**Run 1: gate-type map**

Bar = 20 um.
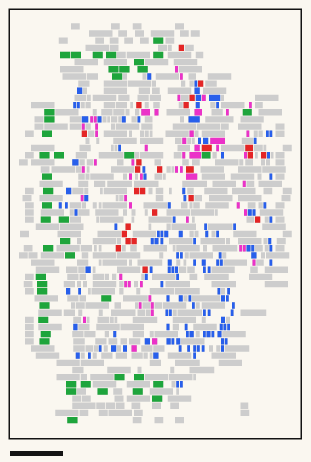
**Run 1: cell placement**

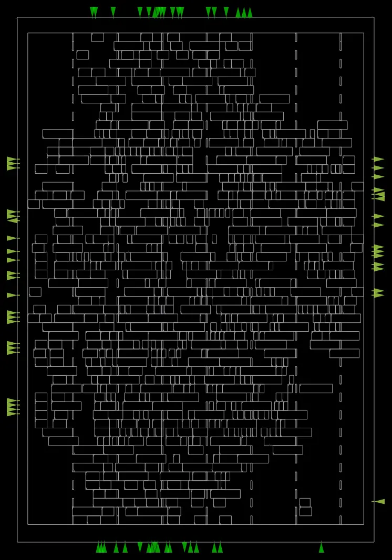
**Run 1: layout detail**

Bar = 10 um. Window x 43 to 68, y 36 to 61 um. Cells in gray, sequential cells in the stronger gray; small squares are vias.
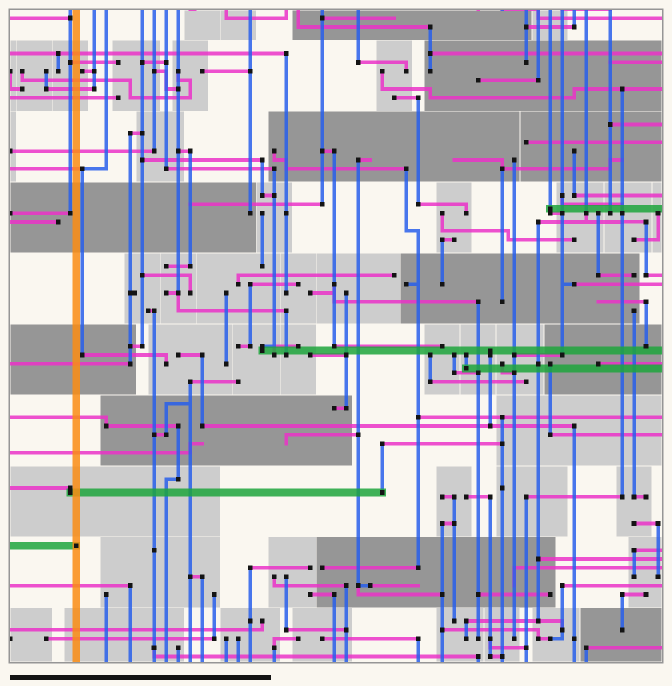
[src/rtl/sc_dot_product_seq_if.sv]
// Operand request / count response handshake bundle for sc_dot_product_seq.
interface sc_dot_product_seq_if #(
    parameter int LENGTH      = 3,
    parameter int WIDTH       = 8,
    parameter int STREAM_LOG2 = 8
);
    logic                      in_valid;
    logic                      in_ready;
    logic [LENGTH*WIDTH-1:0]   data_bin;
    logic [LENGTH*WIDTH-1:0]   weights_bin;
    logic                      out_valid;
    logic                      out_ready;
    logic [STREAM_LOG2:0]      result_count;

    modport master (
        output in_valid, data_bin, weights_bin, out_ready,
        input  in_ready, out_valid, result_count
    );

    modport slave (
        input  in_valid, data_bin, weights_bin, out_ready,
        output in_ready, out_valid, result_count
    );
endinterface

[src/rtl/sc_dot_product_seq.sv]
// Binary-to-stochastic sequencer: drives the dot-product datapath for a fixed
// 2^STREAM_LOG2 window and returns the ones-count of its output stream.
module sc_dot_product_seq #(
    parameter int LENGTH      = 3,
    parameter int WIDTH       = 8,
    parameter int STREAM_LOG2 = 8,
    parameter int DP_LATENCY  = 2
) (
    input  logic              clk,
    input  logic              rst,
    sc_dot_product_seq_if.slave bus,
    output logic              dp_rst,
    output logic [LENGTH-1:0] dp_data,
    output logic [LENGTH-1:0] dp_weights,
    output logic [LENGTH-1:0] dp_sel,
    input  logic              dp_result
);
    localparam logic [15:0] SEED_A = 16'hACE1;
    localparam logic [15:0] SEED_B = 16'h1D2B;
    localparam logic [15:0] SEED_C = 16'h5A5A;
    localparam logic [STREAM_LOG2-1:0] CNT_ONE    = STREAM_LOG2'(1);
    localparam logic [STREAM_LOG2-1:0] DRAIN_LAST = STREAM_LOG2'(DP_LATENCY - 1);
    localparam logic [STREAM_LOG2:0]   ACC_ONE    = (STREAM_LOG2 + 1)'(1);

    typedef enum logic [2:0] {S_IDLE, S_FLUSH, S_RUN, S_DRAIN, S_DONE} state_e;

    state_e                  state_q, state_d;
    logic [LENGTH*WIDTH-1:0] data_q, data_d;
    logic [LENGTH*WIDTH-1:0] wts_q, wts_d;
    logic [15:0]             lfsr_a_q, lfsr_a_d;
    logic [15:0]             lfsr_b_q, lfsr_b_d;
    logic [15:0]             lfsr_c_q, lfsr_c_d;
    logic [STREAM_LOG2-1:0]  cnt_q, cnt_d;
    logic [STREAM_LOG2:0]    acc_q, acc_d;
    logic [STREAM_LOG2:0]    res_q, res_d;
    logic [DP_LATENCY-1:0]   vld_q, vld_d;
    logic [LENGTH-1:0]       sd_q, sd_d;
    logic [LENGTH-1:0]       sw_q, sw_d;
    logic [LENGTH-1:0]       ss_q, ss_d;

    function automatic logic [15:0] lfsr_step(input logic [15:0] x);
        return {x[14:0], x[15] ^ x[14] ^ x[12] ^ x[3]};
    endfunction

    // Low WIDTH bits of x rotated left by sh (WIDTH <= 16).
    function automatic logic [WIDTH-1:0] rot_lsbs(input logic [15:0] x, input int unsigned sh);
        logic [31:0] t;
        t = {x, x} << sh;
        return t[16 +: WIDTH];
    endfunction

    always_comb begin
        state_d  = state_q;
        data_d   = data_q;
        wts_d    = wts_q;
        lfsr_a_d = lfsr_a_q;
        lfsr_b_d = lfsr_b_q;
        lfsr_c_d = lfsr_c_q;
        cnt_d    = cnt_q;
        acc_d    = acc_q;
        res_d    = res_q;
        vld_d    = (vld_q << 1) | DP_LATENCY'(state_q == S_RUN);
        sd_d     = '0;
        sw_d     = '0;
        ss_d     = '0;

        if (vld_q[DP_LATENCY-1] && dp_result) acc_d = acc_q + ACC_ONE;

        case (state_q)
            S_IDLE: begin
                if (bus.in_valid) begin
                    data_d  = bus.data_bin;
                    wts_d   = bus.weights_bin;
                    state_d = S_FLUSH;
                end
            end
            S_FLUSH: begin
                lfsr_a_d = SEED_A;
                lfsr_b_d = SEED_B;
                lfsr_c_d = SEED_C;
                acc_d    = '0;
                cnt_d    = '0;
                state_d  = S_RUN;
            end
            S_RUN: begin
                if (cnt_q == '1) begin
                    cnt_d   = '0;
                    state_d = S_DRAIN;
                end else begin
                    cnt_d    = cnt_q + CNT_ONE;
                    lfsr_a_d = lfsr_step(lfsr_a_q);
                    lfsr_b_d = lfsr_step(lfsr_b_q);
                    lfsr_c_d = lfsr_step(lfsr_c_q);
                end
            end
            S_DRAIN: begin
                if (cnt_q == DRAIN_LAST) begin
                    res_d   = acc_d;
                    state_d = S_DONE;
                end else begin
                    cnt_d = cnt_q + CNT_ONE;
                end
            end
            S_DONE: begin
                if (bus.out_ready) state_d = S_IDLE;
            end
            default: state_d = S_IDLE;
        endcase

        // Streams are computed from the LFSR values about to be registered so
        // the stream registers line up exactly with the RUN state.
        if (state_d == S_RUN) begin
            for (int unsigned i = 0; i < LENGTH; i++) begin
                sd_d[i] = data_q[i*WIDTH +: WIDTH] > rot_lsbs(lfsr_a_d, i);
                sw_d[i] = wts_q[i*WIDTH +: WIDTH] > rot_lsbs(lfsr_b_d, i);
                ss_d[i] = lfsr_c_d[i];
            end
        end
    end

    always_ff @(posedge clk or posedge rst) begin
        if (rst) begin
            state_q  <= S_IDLE;
            data_q   <= '0;
            wts_q    <= '0;
            lfsr_a_q <= SEED_A;
            lfsr_b_q <= SEED_B;
            lfsr_c_q <= SEED_C;
            cnt_q    <= '0;
            acc_q    <= '0;
            res_q    <= '0;
            vld_q    <= '0;
            sd_q     <= '0;
            sw_q     <= '0;
            ss_q     <= '0;
        end else begin
            state_q  <= state_d;
            data_q   <= data_d;
            wts_q    <= wts_d;
            lfsr_a_q <= lfsr_a_d;
            lfsr_b_q <= lfsr_b_d;
            lfsr_c_q <= lfsr_c_d;
            cnt_q    <= cnt_d;
            acc_q    <= acc_d;
            res_q    <= res_d;
            vld_q    <= vld_d;
            sd_q     <= sd_d;
            sw_q     <= sw_d;
            ss_q     <= ss_d;
        end
    end

    assign bus.in_ready     = (state_q == S_IDLE);
    assign bus.out_valid    = (state_q == S_DONE);
    assign bus.result_count = res_q;
    assign dp_rst           = !((state_q == S_RUN) || (state_q == S_DRAIN));
    assign dp_data          = sd_q;
    assign dp_weights       = sw_q;
    assign dp_sel           = ss_q;
endmodule

[src/flat_wrapper.sv]
// flat-port wrapper written by rule: the top's interface ports become plain ports
module sc_dot_product_seq_flat 
#(
    parameter int LENGTH      = 3,
    parameter int WIDTH       = 8,
    parameter int STREAM_LOG2 = 8,
    parameter int DP_LATENCY  = 2
)
  (clk, rst, dp_rst, dp_data, dp_weights, dp_sel, dp_result, bus_in_valid, bus_data_bin, bus_weights_bin, bus_out_ready, bus_in_ready, bus_out_valid, bus_result_count);
  sc_dot_product_seq_if #(.LENGTH(LENGTH), .WIDTH(WIDTH), .STREAM_LOG2(STREAM_LOG2)) bus_i ();
  input  logic clk;
  input  logic rst;
  output logic dp_rst;
  output logic [LENGTH-1:0] dp_data;
  output logic [LENGTH-1:0] dp_weights;
  output logic [LENGTH-1:0] dp_sel;
  input  logic dp_result;
  input wire logic [$bits(bus_i.in_valid)-1:0] bus_in_valid;
  input wire logic [$bits(bus_i.data_bin)-1:0] bus_data_bin;
  input wire logic [$bits(bus_i.weights_bin)-1:0] bus_weights_bin;
  input wire logic [$bits(bus_i.out_ready)-1:0] bus_out_ready;
  output wire logic [$bits(bus_i.in_ready)-1:0] bus_in_ready;
  output wire logic [$bits(bus_i.out_valid)-1:0] bus_out_valid;
  output wire logic [$bits(bus_i.result_count)-1:0] bus_result_count;
  assign bus_i.in_valid = bus_in_valid;
  assign bus_i.data_bin = bus_data_bin;
  assign bus_i.weights_bin = bus_weights_bin;
  assign bus_i.out_ready = bus_out_ready;
  assign bus_in_ready = bus_i.in_ready;
  assign bus_out_valid = bus_i.out_valid;
  assign bus_result_count = bus_i.result_count;
  sc_dot_product_seq #(.LENGTH(LENGTH), .WIDTH(WIDTH), .STREAM_LOG2(STREAM_LOG2), .DP_LATENCY(DP_LATENCY)) u_core (.clk(clk), .rst(rst), .bus(bus_i), .dp_rst(dp_rst), .dp_data(dp_data), .dp_weights(dp_weights), .dp_sel(dp_sel), .dp_result(dp_result));
endmodule
[config.mk]
export PLATFORM = sky130hd
export DESIGN_NAME = sc_dot_product_seq_flat
export DESIGN_NICKNAME = d
export VERILOG_FILES = /design/src/rtl/sc_dot_product_seq_if.sv /design/src/rtl/sc_dot_product_seq.sv /design/src/flat_wrapper.sv
export SDC_FILE = /design/constraint.sdc
export NUM_CORES = 1
export LEC_CHECK = 0
export CORE_ASPECT_RATIO = 1.5
export CORE_MARGIN = 3
export CORE_UTILIZATION = 40
export CTS_CLUSTER_DIAMETER = 80
export DETAILED_ROUTE_END_ITERATION = 16
export GPL_TIMING_DRIVEN = 0
export PLACE_DENSITY = 0.63
export SYNTH_ARGS = -nofsm -noshare
export SYNTH_HDL_FRONTEND = slang
export SYNTH_SLANG_ARGS = --single-unit
[constraint.sdc]
create_clock -name clk -period 5.1 [get_ports clk]
set_input_delay 1.02 -clock clk [delete_from_list [all_inputs] [get_ports clk]]
set_output_delay 1.02 -clock clk [all_outputs]
set_load 0.1 [all_outputs]
==> summary.txt, run 1 <==
Results of the run.

For this run, combinational gates with multiple inputs come to around 430. The actual slew at the worst max-slew pin is 980 ps. The tightest hold path in the finished design has a slack of roughly 360 ps. The signal on the critical path passes through buf_2, nor2_1, nand2_1, inv_1, clkdlybuf4s50_1. The wire length per cell is roughly 16 um. The sum of routed wire length over all layers is 14400 um. RePlAce ended its routability-driven mode at a weighted congestion of 0.852.

The registers reported with the highest flop counts are u_core.data_q x24, u_core.wts_q x24. Across all checked pins, the minimum headroom to the slew limit is 0.344. After routing the design area is around 8000 sq um. Of the post-synthesis cell area, the dominant cell type holds 0.429. The sum of met3 wire segment lengths after detailed routing is approximately 460 um. The xor/xnor cell area share of the yosys netlist is 0.0295. The number of inserted diodes is 0. The clock period minus worst slack is ~3500 ps. The cell type taking the most area is registers.

The area growth from synthesis to layout is 24.3%. The global routing usage on met3 is 0.0316. The critical path's slowest stage uses the library cell sky130_fd_sc_hd__clkdlybuf4s50_1. The total number of cells along the worst setup path is 5.

Timing analysis after detailed placement gives a worst setup slack of 1690 ps. The portion of synthesized area spent on multiplexers is 0.0771. The registers of the reported paths see a clock transition of 60 ps. Per the OpenROAD floorplan log, the height of the die is between 150 and 200 um.

The length of the first detailed-routing pass in iterations is 4. STA classifies the critical path endpoint as a primary output. The routed layout has 4803 vias. The number of clock buffers added by TritonCTS is 17.

The final-report setup violation count is 0. The fraction of final cell area spent on non-clock buffers in this run is 0.107. The cell count after synthesis is 617.

TritonCTS built the clock tree. Per Yosys stat, the portion of area used by sequential elements is 0.525. The run finished with clean final reports. Looking at the clock tree report, the maximum root-to-sink buffer count equals 2.

The first-pass GRT wire length is 24200 um. The fraction of the core area covered by cells at the end of the flow is 0.514. The final timing summary puts the cycle share of the worst path at 0.681.

Summed over all failing endpoints, the final setup total negative slack is 0 ps. The clock-cell share of area is 0.0706. The count of routing violations after the opening detailed-route iteration is between 150 and 200. The critical path is of the reg2out type. The fraction of the mapped netlist area in simple logic gates is 0.150. The synthesized cell area is approximately 6500 sq um. The chip area line in the Yosys stat output reads approximately 6500 sq um. The library cells used most frequently in the layout, excluding fill and tap cells, are sky130_fd_sc_hd__dfrtp_1 (112), sky130_fd_sc_hd__nand2_1 (90), sky130_fd_sc_hd__clkdlybuf4s50_1 (73), sky130_fd_sc_hd__ha_1 (48), sky130_fd_sc_hd__mux2_2 (43).
Notes on 'gate-type map' above:
magenta -> nor cells  # cells 53
blue -> nand cells  # cells 128
red -> and/or cells  # cells 25
green -> mux cells  # cells 45
most frequent logic cell in the layout: sky130_fd_sc_hd__dfrtp_1
share of cell area taken by multi-input logic gates: 0.354
Final Instance Count excl. Fillers: 926

Notes on 'cell placement' above:
register fraction of the total cell area: 0.422
fillers: 1496
total core area: 15800 sq um
standard-cell rows: 56

Notes on 'layout detail' above:
orange -> M4
magenta -> M1
blue -> M2
green -> M3
most frequent = nand2_1 (8), nor2_1 (7), dfstp_2 (6)
sequential cells in the window = 8
cells with their middle in the window = 44
netlist names of flops here include = u_core.lfsr_a_q (6), u_core.lfsr_c_q (2)

==> inputs of run 2 (changes only) <==
Settings changed: PLACE_DENSITY 0.63 to 0.65.
Clock period 5.1 ns to 2.8 ns, I/O delays scaled along.
==> run 2 against run 1 <==
Synthesized cell count unchanged. Critical path depth up 6. Flip-flop count is the same. Sequential share of layout area shrank 2.9 points. Global-route usage is 0.33 points higher. Cell count grew 1.9%. Final area grew 7.5%. Core utilization grew 3.8 points. Synthesized area unchanged. Hold slack got worse by 9.0 ps. Register-to-register slack lost 1600 ps. Critical path type is now reg2reg. Highest routed layer unchanged.
==> summary.txt, run 2 <==
Results of the run.

The run finished with clean final reports. The largest registers in the layout are u_core.data_q x24, u_core.wts_q x24. The cell count after synthesis is 617 (unchanged). The area fraction in mux cells is 0.0771 (unchanged). The total negative setup slack is 0 ps (unchanged). The tightest hold margin came to 347 ps (-9.01 ps). The number of inserted diodes came to 0 (unchanged). The number of placement rows is 56 (unchanged). The total number of cells along the worst setup path is 11 (+6).

The length of the first detailed-routing pass in iterations is 4 (unchanged). The startpoint-to-endpoint class of the critical path is reg2reg. The final-report setup violation count is 0 (unchanged). The area of the core was 15800 sq um (unchanged).

The synthesized cell area is 6540 sq um (unchanged). The maximum buffer depth of the clock tree is 2 (unchanged). The sum of routed wire length over all layers came to 14800 um (+2.8%). The clock buffer count from CTS is 17 (unchanged). The sum of met3 wire segment lengths after detailed routing is 499 um (+8.5%). The clock-cell share of area is 0.0769 (+0.00625). STA classifies the critical path endpoint as a register.

The total vias in the final route is 4892 (+1.9%). The non-filler instance count after layout is 944 (+1.9%). The first-pass GRT wire length came to 24600 um (+1.7%). The share of Yosys cell area claimed by the top area cell type is 0.429 (unchanged). TritonCTS built the clock tree.

The synthesized chip area reported by yosys is 6540 sq um (unchanged). The actual slew at the worst max-slew pin came to 977 ps (-3.88 ps). The clock period minus worst slack is 2760 ps. The vertical die dimension is 163 um (unchanged). The xor/xnor cell area share of the yosys netlist is 0.0295 (unchanged). The final-layout non-clock buffer area share is 0.127 (+0.0202).

The global placer's final weighted congestion is 0.849 (-0.40%). The pre-CTS worst setup slack is -633 ps (-2320 ps). The total non-filler cell area in the finished layout is 8740 sq um (+7.5%).

The total of cells resized after clock tree synthesis is about 45. The fraction of area in multi-input gates is 0.360 (+0.00599). The share of the cycle needed by the critical path after routing is 0.985.

The slowest cell on the critical path is sky130_fd_sc_hd__or3b_4. The worst slew margin relative to its limit came to 0.347 (+0.00260). The wire length per cell was 15.7 um (+0.87%).
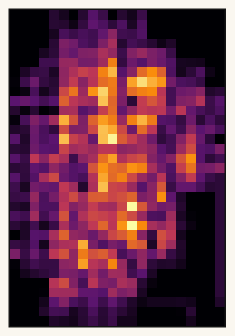
**Above:** run 2 (routed metal per tile).
The die is cut into 22 by 33 equal tiles; black is low, pale yellow is high, scaled to the fullest tile. Values are wire area over tile area, all layers added.
nearly empty tiles = 21%
tiles over half the peak = 16%
densest ninth of the die = center
emptiest ninth of the die = south-east
fullest tile = 0.49
mean over tiles = 0.13

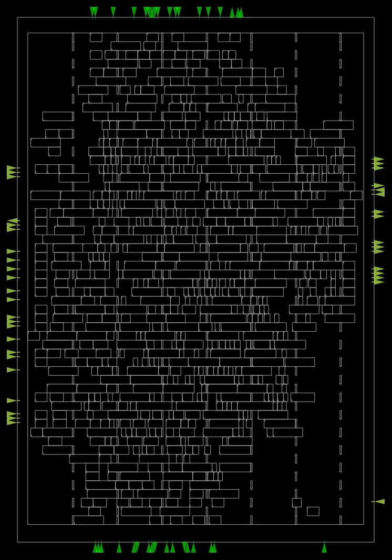
**Above:** run 2 (cell placement).
FF+latch count: 136
inserted tap cell count: 203
register fraction of the total cell area: 0.393
fillers: 1413
Core Util, Final: 0.552

==> inputs of run 3 (changes only) <==
Settings changed: PLACE_DENSITY 0.65 to 0.63, SLEW_MARGIN set to 20.
Clock period 2.8 ns to 3.05 ns, I/O delays scaled along.
==> run 3 against run 2 <==
Final area is 3.9% lower. Synthesized area stayed put. Hold slack better by 2.2 ps. Setup slack better by 38 ps. Synthesized cell count stayed put.
==> summary.txt, run 3 <==
Results of the run.

The vertical die dimension is 163 um (unchanged). The total non-filler cell area in the finished layout is 8400 sq um (-3.9%). The initial antenna violation count is 0. Listed in order, past its start point the critical path passes buf_2, nor2b_1, inv_1, clkdlybuf4s50_1. The clock-cell share of area came to 0.0782 (+0.00130). The HPWL after detailed placement is between 10000 and 15000 um. The root cell of the clock tree is sky130_fd_sc_hd__clkbuf_16.

The synthesized chip area reported by yosys is 6540 sq um (unchanged). The count of warning messages emitted by the tools is 28. The total number of cells along the worst setup path was 4 (-7). The wire length per cell came to 15.3 um (-2.3%). Total global-route track usage over all layers is 0.164.

The global placer's final weighted congestion is 0.854 (+0.57%). The total vias in the final route is 4762 (-2.7%). Per the timing report, the most critical flop-to-flop path originates at u_core.state_q[2]$_DFF_PP0_. The global-route met2 utilization is 0.296. The slowest stage of the critical path is the sky130_fd_sc_hd__clkdlybuf4s50_1 cell. For hold timing, the worst endpoint is u_core.vld_q[1]$_DFF_PP0_. The first-pass GRT wire length is 23600 um (-4.1%). Per the GRT congestion report, total overflow comes to 0. The worst slew margin relative to its limit is 0.337 (-0.00992). The upper clock frequency limit is between 0.3 and 0.4 GHz.

The synthesized cell area is 6540 sq um (unchanged). The tightest hold margin was 349 ps (+2.18 ps). Data on the critical path arrives at its endpoint at between 2000 and 2500 ps. The sequential cell count of the final layout came to 136 (unchanged). The length of the first detailed-routing pass in iterations was 4 (unchanged).

The final-report setup violation count was 0 (unchanged). The area fraction in mux cells is 0.0771 (unchanged). The startpoint-to-endpoint class of the critical path is reg2out. The fraction of area in multi-input gates came to 0.352 (-0.00771). The sum of routed wire length over all layers is 14300 um (-3.4%). Dividing the final minimum period by the clock period gives 0.973. The sum of met3 wire segment lengths after detailed routing is 393 um (-21%).

The non-filler instance count after layout was 933 (-1.2%). The top routing layer in use is met4. The maximum buffer depth of the clock tree came to 2 (unchanged). The average cell area after synthesis is about 11 sq um. The final-layout non-clock buffer area share is 0.116 (-0.0110). STA classifies the critical path endpoint as a primary output.

The total I/O pin count is 74. The pre-CTS worst setup slack is -291 ps (+342 ps). The largest registers in the layout are u_core.data_q x24, u_core.wts_q x24. The number of instances in the placed design is roughly 900. The number of placement rows was 56 (unchanged). The total of max-cap violations is 0.

The CTS tree is done. The clock buffer count from CTS came to 17 (unchanged). The total of cells resized after clock tree synthesis was 16 (-64%). The number of inserted diodes was 0 (unchanged).

The area of the core came to 15800 sq um (unchanged). The number of well-tap cells placed is 203 (unchanged). The xor/xnor cell area share of the yosys netlist is 0.0295 (unchanged).

During synthesis, Yosys emitted a total of 0 warnings. Across the routed clock network, the largest skew measured is between 7 and 8 ps. The share of Yosys cell area claimed by the top area cell type was 0.429 (unchanged). The clock period minus worst slack is 2970 ps. Synthesis instantiated approximately 49 different standard cells from the library. The total negative setup slack is 0 ps (unchanged).

Looking at the post-CTS report, the setup buffer insertion count equals 1. The detail route stage leaves a number of antenna-violating nets equal to 0. The run finished with clean final reports. The hold buffer count at CTS is 0. The cell count after synthesis is 617 (unchanged).

The actual slew at the worst max-slew pin is 991 ps (+14.8 ps).
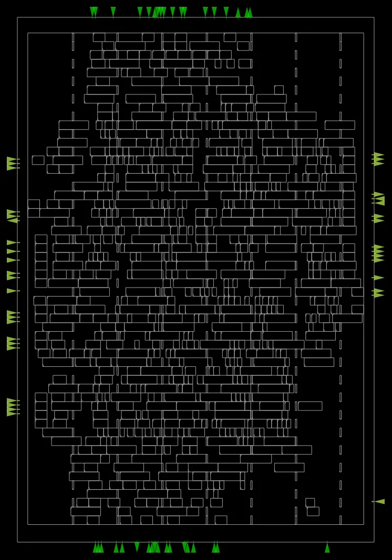
**Above:** run 3 (cell placement).
fillers: 1448
register fraction of the total cell area: 0.409
Core Util, Final: 0.531

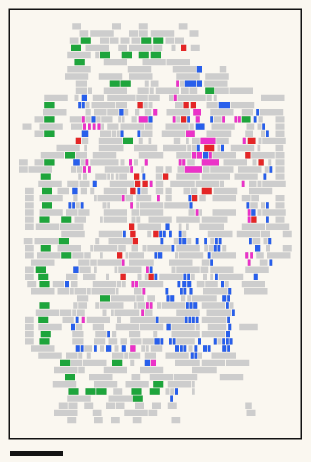
**Above:** run 3 (gate-type map).
Bar = 20 um.
blue -> nand cells  # cells 128
red -> and/or cells  # cells 25
green -> mux cells  # cells 45
magenta -> nor cells  # cells 53

